run_1/io_placement.png
Scale: 3 px per um. Pins as bars across the die edge, other pins in gray.
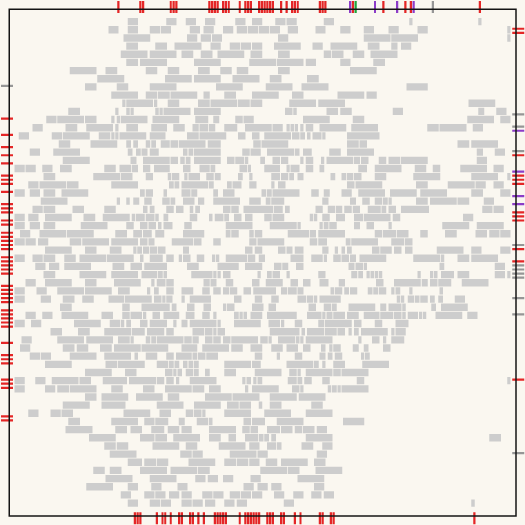
run_1/sizes.png
Scale: 3 px per um.
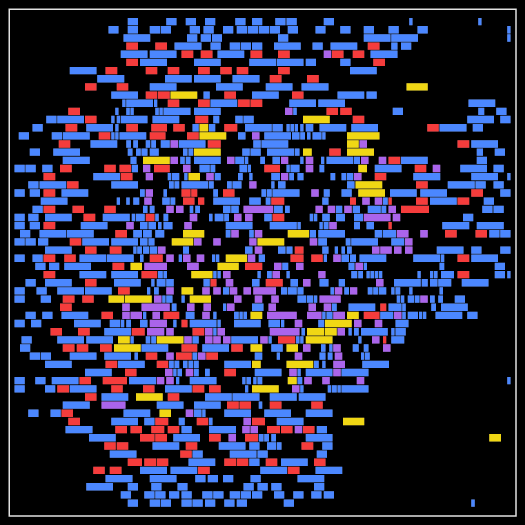
run_1/logic_types.png
Scale: 3 px per um.
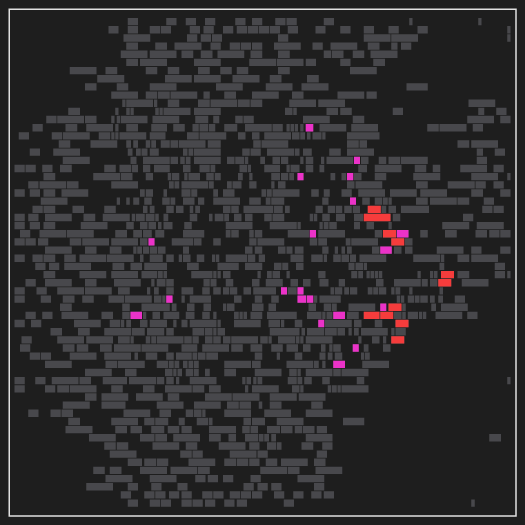
run_1/placement.png
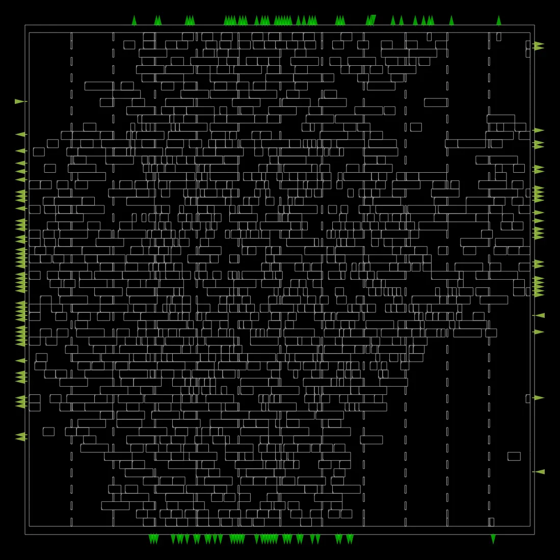
<file path="src/rtl/spi_pkg.sv">
`default_nettype none
// ============================================================================
// Module      : spi_pkg
// Description : Shared types, widths and address-wrap helper for the SPI
//               slave register file.
// Revision    : 1.0 - initial release
// ============================================================================
package spi_pkg;

    typedef enum logic [1:0] {
        IDLE = 2'd0,
        CMD  = 2'd1,
        DATA = 2'd2
    } spi_state_e;

    localparam int CMD_RW_BIT = 7;
    localparam int ADDR_W     = 7;
    localparam int BYTE_W     = 8;

    // Burst address step: wraps to 0 after the last implemented register.
    function automatic logic [ADDR_W-1:0] next_addr(input logic [ADDR_W-1:0] addr,
                                                    input int              num_regs);
        if (int'(addr) >= num_regs - 1) begin
            next_addr = '0;
        end else begin
            next_addr = addr + 7'd1;
        end
    endfunction

endpackage
`default_nettype wire

</file>
<file path="src/rtl/spi_regbank.sv">
`default_nettype none
// ============================================================================
// Module      : spi_regbank
// Description : Byte register array with read-only ID at address 0, one write
//               port, combinational read port and flattened contents output.
// Revision    : 1.0 - initial release
// ============================================================================
module spi_regbank
    import spi_pkg::*;
#(
    parameter int                NUM_REGS = 16,
    parameter logic [BYTE_W-1:0] ID_VALUE = 8'hA5
) (
    input  logic                       sclk,
    input  logic                       rst_n,
    input  logic                       i_wr_en,
    input  logic [ADDR_W-1:0]          i_wr_addr,
    input  logic [BYTE_W-1:0]          i_wr_data,
    input  logic [ADDR_W-1:0]          i_rd_addr,
    output logic [BYTE_W-1:0]          o_rd_data,
    output logic [NUM_REGS*BYTE_W-1:0] o_regs
);

    logic [NUM_REGS-1:0][BYTE_W-1:0] w_regs;

    generate
        for (genvar gi = 0; gi < NUM_REGS; gi++) begin : g_reg
            if (gi == 0) begin : g_id
                assign w_regs[gi] = ID_VALUE;
            end else begin : g_rw
                logic [BYTE_W-1:0] r_val;
                always_ff @(posedge sclk or negedge rst_n) begin
                    if (!rst_n) begin
                        r_val <= '0;
                    end else if (i_wr_en && (i_wr_addr == ADDR_W'(gi))) begin
                        r_val <= i_wr_data;
                    end
                end
                assign w_regs[gi] = r_val;
            end
        end
    endgenerate

    assign o_regs = w_regs;

    // Addresses beyond the bank match no entry and read back as zero.
    always_comb begin
        o_rd_data = '0;
        for (int i = 0; i < NUM_REGS; i++) begin
            if (i_rd_addr == ADDR_W'(i)) begin
                o_rd_data = w_regs[i];
            end
        end
    end

endmodule
`default_nettype wire

</file>
<file path="src/rtl/spi_slave_regfile.sv">
`default_nettype none
// ============================================================================
// Module      : spi_slave_regfile
// Description : SPI slave decoding command+data frames into register bank
//               reads/writes with auto-incrementing bursts, sclk domain only.
// Revision    : 1.0 - initial release
// ============================================================================
module spi_slave_regfile
    import spi_pkg::*;
#(
    parameter int                NUM_REGS = 16,
    parameter logic [BYTE_W-1:0] ID_VALUE = 8'hA5
) (
    input  logic                       sclk,
    input  logic                       rst_n,
    input  logic                       cs_n,
    input  logic                       mosi,
    output logic                       miso,
    output logic [NUM_REGS*BYTE_W-1:0] regs_o,
    output logic                       wr_pulse,
    output logic [ADDR_W-1:0]          wr_addr,
    output logic [BYTE_W-1:0]          wr_data,
    output logic                       addr_err
);

    localparam logic [ADDR_W:0] c_num_regs = (ADDR_W+1)'(NUM_REGS);

    spi_state_e        r_state;
    logic [2:0]        r_bit_cnt;
    logic [6:0]        r_shift;
    logic [ADDR_W-1:0] r_addr;
    logic              r_rw;
    logic [6:0]        r_tx;

    logic              w_last;
    logic [BYTE_W-1:0] w_byte;
    logic [ADDR_W-1:0] w_cmd_addr;
    logic [ADDR_W-1:0] w_inc_addr;
    logic [ADDR_W-1:0] w_rd_addr;
    logic [BYTE_W-1:0] w_rd_data;
    logic              w_rd_valid;
    logic              w_addr_valid;
    logic              w_wr_en;

    assign w_last       = (r_bit_cnt == 3'd7);
    assign w_byte       = {r_shift, mosi};
    assign w_cmd_addr   = {r_shift[5:0], mosi};
    assign w_inc_addr   = next_addr(r_addr, NUM_REGS);
    // Next read byte: address straight from the wire at command end, else the stepped address.
    assign w_rd_addr    = (r_state == CMD) ? w_cmd_addr : w_inc_addr;
    assign w_rd_valid   = ({1'b0, w_rd_addr} < c_num_regs);
    assign w_addr_valid = ({1'b0, r_addr} < c_num_regs);
    assign w_wr_en      = !cs_n && (r_state == DATA) && w_last && !r_rw
                          && w_addr_valid && (r_addr != '0);

    spi_regbank #(
        .NUM_REGS (NUM_REGS),
        .ID_VALUE (ID_VALUE)
    ) u_regbank (
        .sclk      (sclk),
        .rst_n     (rst_n),
        .i_wr_en   (w_wr_en),
        .i_wr_addr (r_addr),
        .i_wr_data (w_byte),
        .i_rd_addr (w_rd_addr),
        .o_rd_data (w_rd_data),
        .o_regs    (regs_o)
    );

    always_ff @(posedge sclk or negedge rst_n) begin
        if (!rst_n) begin
            r_state   <= IDLE;
            r_bit_cnt <= '0;
            r_shift   <= '0;
            r_addr    <= '0;
            r_rw      <= 1'b0;
            r_tx      <= '0;
            miso      <= 1'b0;
            wr_pulse  <= 1'b0;
            wr_addr   <= '0;
            wr_data   <= '0;
            addr_err  <= 1'b0;
        end else begin
            wr_pulse <= 1'b0;
            if (cs_n) begin
                r_state   <= IDLE;
                r_bit_cnt <= '0;
                miso      <= 1'b0;
            end else begin
                case (r_state)
                    IDLE: begin
                        r_shift   <= {6'd0, mosi};
                        r_bit_cnt <= 3'd1;
                        addr_err  <= 1'b0;
                        miso      <= 1'b0;
                        r_state   <= CMD;
                    end
                    CMD: begin
                        r_shift   <= w_byte[6:0];
                        r_bit_cnt <= r_bit_cnt + 3'd1;
                        if (w_last) begin
                            r_rw      <= r_shift[CMD_RW_BIT-1];
                            r_addr    <= w_cmd_addr;
                            r_bit_cnt <= '0;
                            r_state   <= DATA;
                            if (r_shift[CMD_RW_BIT-1]) begin
                                miso <= w_rd_data[7];
                                r_tx <= w_rd_data[6:0];
                                if (!w_rd_valid) addr_err <= 1'b1;
                            end else begin
                                miso <= 1'b0;
                            end
                        end
                    end
                    DATA: begin
                        r_shift   <= w_byte[6:0];
                        r_bit_cnt <= r_bit_cnt + 3'd1;
                        if (w_last) begin
                            r_addr <= w_inc_addr;
                            if (r_rw) begin
                                miso <= w_rd_data[7];
                                r_tx <= w_rd_data[6:0];
                                if (!w_rd_valid) addr_err <= 1'b1;
                            end else begin
                                miso <= 1'b0;
                                if (!w_addr_valid) begin
                                    addr_err <= 1'b1;
                                end else if (r_addr != '0) begin
                                    wr_pulse <= 1'b1;
                                    wr_addr  <= r_addr;
                                    wr_data  <= w_byte;
                                end
                            end
                        end else if (r_rw) begin
                            miso <= r_tx[6];
                            r_tx <= {r_tx[5:0], 1'b0};
                        end else begin
                            miso <= 1'b0;
                        end
                    end
                    default: begin
                        r_state <= IDLE;
                    end
                endcase
            end
        end
    end

endmodule
`default_nettype wire
</file>
<file path="config.mk">
export PLATFORM = sky130hd
export DESIGN_NAME = spi_slave_regfile
export DESIGN_NICKNAME = d
export VERILOG_FILES = /design/src/rtl/spi_pkg.sv /design/src/rtl/spi_regbank.sv /design/src/rtl/spi_slave_regfile.sv
export SDC_FILE = /design/constraint.sdc
export NUM_CORES = 1
export LEC_CHECK = 0
export CAP_MARGIN = 15
export CORE_UTILIZATION = 30
export DETAILED_ROUTE_END_ITERATION = 10
export PLACE_DENSITY = 0.55
export REMOVE_ABC_BUFFERS = 1
export SYNTH_ARGS = -nofsm -noshare
export SYNTH_HDL_FRONTEND = slang
export SYNTH_SLANG_ARGS = --single-unit
</file>
<file path="constraint.sdc">
create_clock -name sclk -period 2.76 [get_ports sclk]
set_input_delay 0.552 -clock sclk [delete_from_list [all_inputs] [get_ports sclk]]
set_output_delay 0.552 -clock sclk [all_outputs]
set_load 0.01 [all_outputs]
</file>
==> metrics.cfg, run 1 <==
[pwr]
power_density_mw_per_mm2=601
power_w=0.00719
peakVddDrop_v=0.000383
clkPwrFrac_pct=34.0
combPwrFrac_pct=30.5
p_int_w=0.00469
p_sw_w=0.00250
p_clk_w=0.00244
seqPwrFrac_pct=35.5
p_seq_w=0.00256

[sta]
setup_violations=6
setup_tns_ns=-0.209
fin_skew_ns=0.0121
worst_slack_ns=-0.0590
drv_slew=0
worst_hold_slack_ns=0.0727
worstMarginPinSlew_ns=0.582

[setup_path]
rr_worst_depth=10
crit_arrival_ns=3.13
worst-path-stages=10
crit_chain=ha_1 > buf_4 > xnor2_2 > o41ai_4 > mux2_2 > a22oi_1 > o221ai_1 > a221oi_2 > buf_4 > o221ai_1
r2r_end=r_tx[4]$_DFFE_PN0P_
cp_max_fo=7
setup.worst_path.end_class=flip-flop
critPathLaunchType=flip-flop
max_stage_delay_ns=0.45
slowest_stage=dfrtp_2
critPathKind=flip-flop to flip-flop
r2r-start=r_addr[0]$_DFFE_PN0P_

[flow_run]
warning_count=34

[finish]
ff_latch_area_mm2=0.00413
final-clk-cell-share_pct=4.90
logic_gates=521
final_cell_mix=164 x dfrtp_1, 140 x clkdlybuf4s50_1, 135 x mux2_2, 121 x buf_4, 79 x nand2_1
regMostFlops=u_regbank.g.g_rw.r_val
final_nets=1005
logic_area_mm2=0.00421
largestClassByArea=logic gates
fin_util_pct=44.3
buf_share_pct=21.7
fillCellCount=2508
largest_registers=u_regbank.g.g_rw.r_val: 120 flops, wr_data: 8 flops

[place]
gp_congestion=0.928
detailed_place_hpwl_mm=21.6
placed_cells=1302

[global_routing]
grt_antenna_before_repair=0
gr-total-overflow=0
globalRouteMet2Util_pct=34.1
grt_pass1_wl_mm=45.6
grt_max_degree=74

[clock_network]
clock_sinks=165
clkSlewWorstSetupHoldPaths_ns=0.07
holdBufCountCts=0
htreeDepth=4
clockRootBuffer=clkbuf_16
cts_buffers=17
clk_latency_ns=0.44

[detailed_routing]
drc=0
drt-initial-drc-count=535
routed_wl_mm=29.9
met3_length_mm=1.46
vias=7121
ant_nets=0

[logic_synthesis]
top_area_cell=dfrtp_1
syn_inst=744
synthesis.area_mm2=0.00831
enable_flop_cells=0
yosys-top-cells-count=165 x dfrtp_1, 135 x mux2_2, 80 x nand2_1
async_flop_share_pct=100

[run_status]
status=finished with violations
violations=negative setup slack

[hold_path]
min_path_type=input port to async pin

[floorplan]
dieArea_mm2=0.0284
boundaryPins=150
rows=60

Back to the opening pictures, io_placement.png:
wr_data -> purple  # pins 8, direction output, edge 4 top, 4 right
regs_o -> red  # pins 128, direction output, edge 43 left, 37 bottom, 36 top, 12 right
mosi -> green  # pins 1, direction input, edge top
Die Y: 168 um
Die W: 168 um
Port Buffers: 141

Back to the opening pictures, sizes.png:
_6 and larger -> yellow  # cells 46, share 4.6%, most used clkbuf_16
_2 cells -> red  # cells 175, share 17%, most used mux2_2
_3 and _4 cells -> purple  # cells 142, share 14%, most used buf_4
_0 and _1 cells -> blue  # cells 640, share 64%, most used dfrtp_1
Setup WS post-layout: -0.0590 ns
synthesis-to-finish area growth: 44.1%
Signal buffers: 279

Back to the opening pictures, logic_types.png:
AND and OR gates -> magenta  # cells 20, most used and3_1
adder and majority cells -> red  # cells 11, most used ha_1, where middle right
multi-input gate share of total cell area: 35.2%
Post-Layout Cell Count: 1344
highest-count logic cell in the final layout: dfrtp_1

Back to the opening pictures, placement.png:
core box area: 0.0270 mm^2
flop count: 165

[run 1: stage by stage]
step	setup WS, ns	area [um^2]
floorplan	-0.930	8070
global placement	-0.291	11000
detailed placement	-0.303	11000
CTS	-0.0370	11800
global route	-0.149	12000
finish	-0.0590	12000
[run 1: cell families (layout without fill, tap and decap cells)]
group / Yosys count / in the layout / share of synthesized area (%)
AOI/OAI and AO/OA: 165 / 165 / 14.3
other: 2 / 8 / 0.0904
xor gates and xnor gates: 1 / 1 / 0.105
DFF: 165 / 165 / 49.7
and+or+nand+nor: 186 / 186 / 10.4
muxes: 150 / 150 / 20.2
buffers and inverters: 64 / 317 / 3.46
adders and majority gates: 11 / 11 / 1.66
--- run 2 (diff from run 1) ---
--- a/config.mk
+++ b/config.mk
@@ -6,9 +6,10 @@
 export NUM_CORES = 1
 export LEC_CHECK = 0
 export CAP_MARGIN = 15
-export CORE_UTILIZATION = 30
+export CORE_UTILIZATION = 48
 export DETAILED_ROUTE_END_ITERATION = 10
-export PLACE_DENSITY = 0.55
+export MAX_ROUTING_LAYER = met4
+export PLACE_DENSITY = 0.8
 export REMOVE_ABC_BUFFERS = 1
 export SYNTH_ARGS = -nofsm -noshare
 export SYNTH_HDL_FRONTEND = slang
run_2/io_fan.png
Scale: 2 px per um.
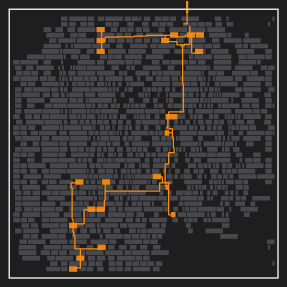
mosi -> orange  # bits 1, direction input, edge top, end cells 21, buffers 4, wire 370 um
IO Count: 150

==> metrics.cfg, run 2 <==
[detailed_routing]
ant_nets=0
met3_length_mm=2.62
drt-initial-drc-count=803
vias=7622
routed_wl_mm=29.0
drc=0

[clock_network]
clockRootBuffer=clkbuf_16
holdBufCountCts=0
clk_latency_ns=0.44
htreeDepth=4

[run_status]
violations=negative setup slack
status=finished with violations

[finish]
final_nets=993
regMostFlops=u_regbank.g.g_rw.r_val
fin_util_pct=71.1
final_cell_mix=165 x dfrtp_1, 140 x clkdlybuf4s50_1, 135 x mux2_2, 107 x buf_4, 75 x nand2_1
stdcell_count=1211

[global_routing]
grt_antenna_before_repair=0
gr-total-overflow=0

[logic_synthesis]
aoi_share_pct=14.3
syn_inst=744
yosys-top-cells-count=165 x dfrtp_1, 135 x mux2_2, 80 x nand2_1
muxShareOfSynthArea_pct=20.2
ys_sh_xor_pct=0.105

[setup_path]
critPathLaunchType=flip-flop
worst-path-stages=10
crit_chain=or3_4 > o41ai_4 > buf_6 > buf_12 > mux2i_4 > o22ai_4 > a311oi_2 > buf_4 > a211oi_4 > a221o_1
rr_worst_depth=10
r2r-start=r_addr[5]$_DFFE_PN0P_

[flow_run]
warning_count=34

[place]
gp_congestion=0.976
place_area_mm2=0.0107
dpl_worst_slack_ns=-0.289

[pwr]
peakVddDrop_v=0.000459

[sta]
worst_slack_ns=-0.0297
fin_skew_ns=0.0100
worstMarginPinSlew_ns=0.549
setup_violations=21

[floorplan]
fp.dieH_um=134
core_mm2=0.0168

[hold_path]
min_path_type=input port to async pin

## run 2: cell counts after synthesis
No cell type changed its count.
## run 2: layout make-up
cell class / count / area, um^2 / share of cell area (%)
multi-input cells: 521 / 4300 / 36.1
clock buffers: 19 / 453 / 3.80
well taps: 220 / 275 / 2.31
repair buffers: 267 / 2570 / 21.6
inverters: 6 / 25.0 / 0.210
clock inverters: 13 / 163 / 1.37
flip-flops and latches: 165 / 4130 / 34.7
## run 2: power by group
group | internal (W) | switching, W | leakage (nW) | total, W
Clock | 0.00141 | 0.00107 | 0.294 | 0.00249
Sequential | 0.00250 | 0.0000590 | 2.27 | 0.00256
Combinational | 0.000975 | 0.00131 | 2.86 | 0.00229
Total | 0.00488 | 0.00244 | 5.42 | 0.00733
--- run 3 (diff from run 2) ---
--- a/config.mk
+++ b/config.mk
@@ -6,10 +6,10 @@
 export NUM_CORES = 1
 export LEC_CHECK = 0
 export CAP_MARGIN = 15
-export CORE_UTILIZATION = 48
+export CORE_UTILIZATION = 30
 export DETAILED_ROUTE_END_ITERATION = 10
 export MAX_ROUTING_LAYER = met4
-export PLACE_DENSITY = 0.8
+export PLACE_DENSITY = 0.55
 export REMOVE_ABC_BUFFERS = 1
 export SYNTH_ARGS = -nofsm -noshare
 export SYNTH_HDL_FRONTEND = slang
run_3/logic_types.png
Scale: 3 px per um.
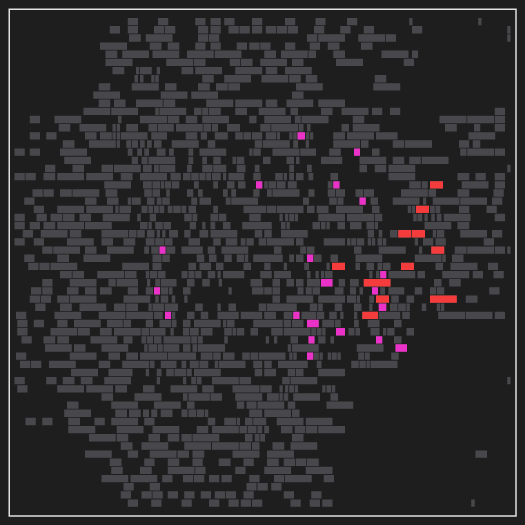
AND and OR gates -> magenta  # cells 20, most used and3_1
adder and majority cells -> red  # cells 11, most used ha_1, where middle right
multi-input gate share of total cell area: 35.2%
Post-Layout Cell Count: 1346

==> metrics.cfg, run 3 <==
[run_status]
status=finished with violations
violations=negative setup slack

[logic_synthesis]
synthesis.area_mm2=0.00831
syn_inst=744
aoi_share_pct=14.3
top_area_cell=dfrtp_1
ys_sh_xor_pct=0.105
yosys-top-cells-count=165 x dfrtp_1, 135 x mux2_2, 80 x nand2_1
ys_sh_adder_pct=1.66
enable_flop_cells=0
synthTopLogicFamily=multiplexers
async_flop_share_pct=100

[global_routing]
grt_pass1_wl_mm=45.0
grt_antenna_before_repair=0
gr-total-overflow=0

[pwr]
p_int_w=0.00454
power_density_mw_per_mm2=584
power_w=0.00696
seqPwrFrac_pct=36.7
combPwrFrac_pct=30.5
peakVddDrop_v=0.000460

[place]
place_area_mm2=0.0110
dpl_worst_slack_ns=-0.220
gp_congestion=0.915
portBuffers=141
placed_cells=1306
detailed_place_hpwl_mm=21.5

[sta]
fin_skew_ns=0.0104
worst_slack_ns=-0.0182
setup_tns_ns=-0.0276
setup_violations=2

[finish]
final_nets=1007
largest_registers=u_regbank.g.g_rw.r_val: 120 flops, wr_data: 8 flops
final_area_mm2=0.0119
fin_util_pct=44.1
lay_top_count=dfrtp_1

[floorplan]
dieArea_mm2=0.0284
core_mm2=0.0270
fp.dieH_um=168
fp.dieW_um=168
boundaryPins=150

[setup_path]
crit_chain=ha_4 > or4_4 > o41a_1 > buf_6 > nand3_1 > a21oi_2 > a311oi_2 > a211oi_2 > a221o_1
critPathKind=flip-flop to flip-flop
critPathLaunchType=flip-flop
crit_arrival_ns=3.10
rr_worst_depth=9
cp_max_fo=12
slowest_stage=or4_4
max_stage_delay_ns=0.55

[detailed_routing]
drc=0
ant_nets=0
met3_length_mm=1.69

[clock_network]
holdBufCountCts=0
cts_buffers=17
clkSlewWorstSetupHoldPaths_ns=0.07

==> run 3: cell counts after synthesis <==
Identical to the previous run, type by type.
==> run 3: power groups by stage <==
stage          Clock, W  Sequential [W]  Combinational [W]
2_1_floorplan         0         0.00263           0.000903
3_3_place_gp          0         0.00260            0.00194
3_5_place_dp          0         0.00260            0.00192
4_1_cts         0.00232         0.00255            0.00200
5_1_grt         0.00242         0.00256            0.00226
6_report        0.00229         0.00256            0.00212
==> run 3: cell type report <==
type | instances | area [um^2]
Tap cell | 341 | 427
Multi-Input combinational cell | 521 | 4190
Inverter | 6 | 22.5
Timing Repair Buffer | 281 | 2610
Fill cell | 2585 | 15100
Clock buffer | 18 | 429
Sequential cell | 165 | 4130
Clock inverter | 14 | 116
No activity file was given, so power comes from the tool's default toggle rates.
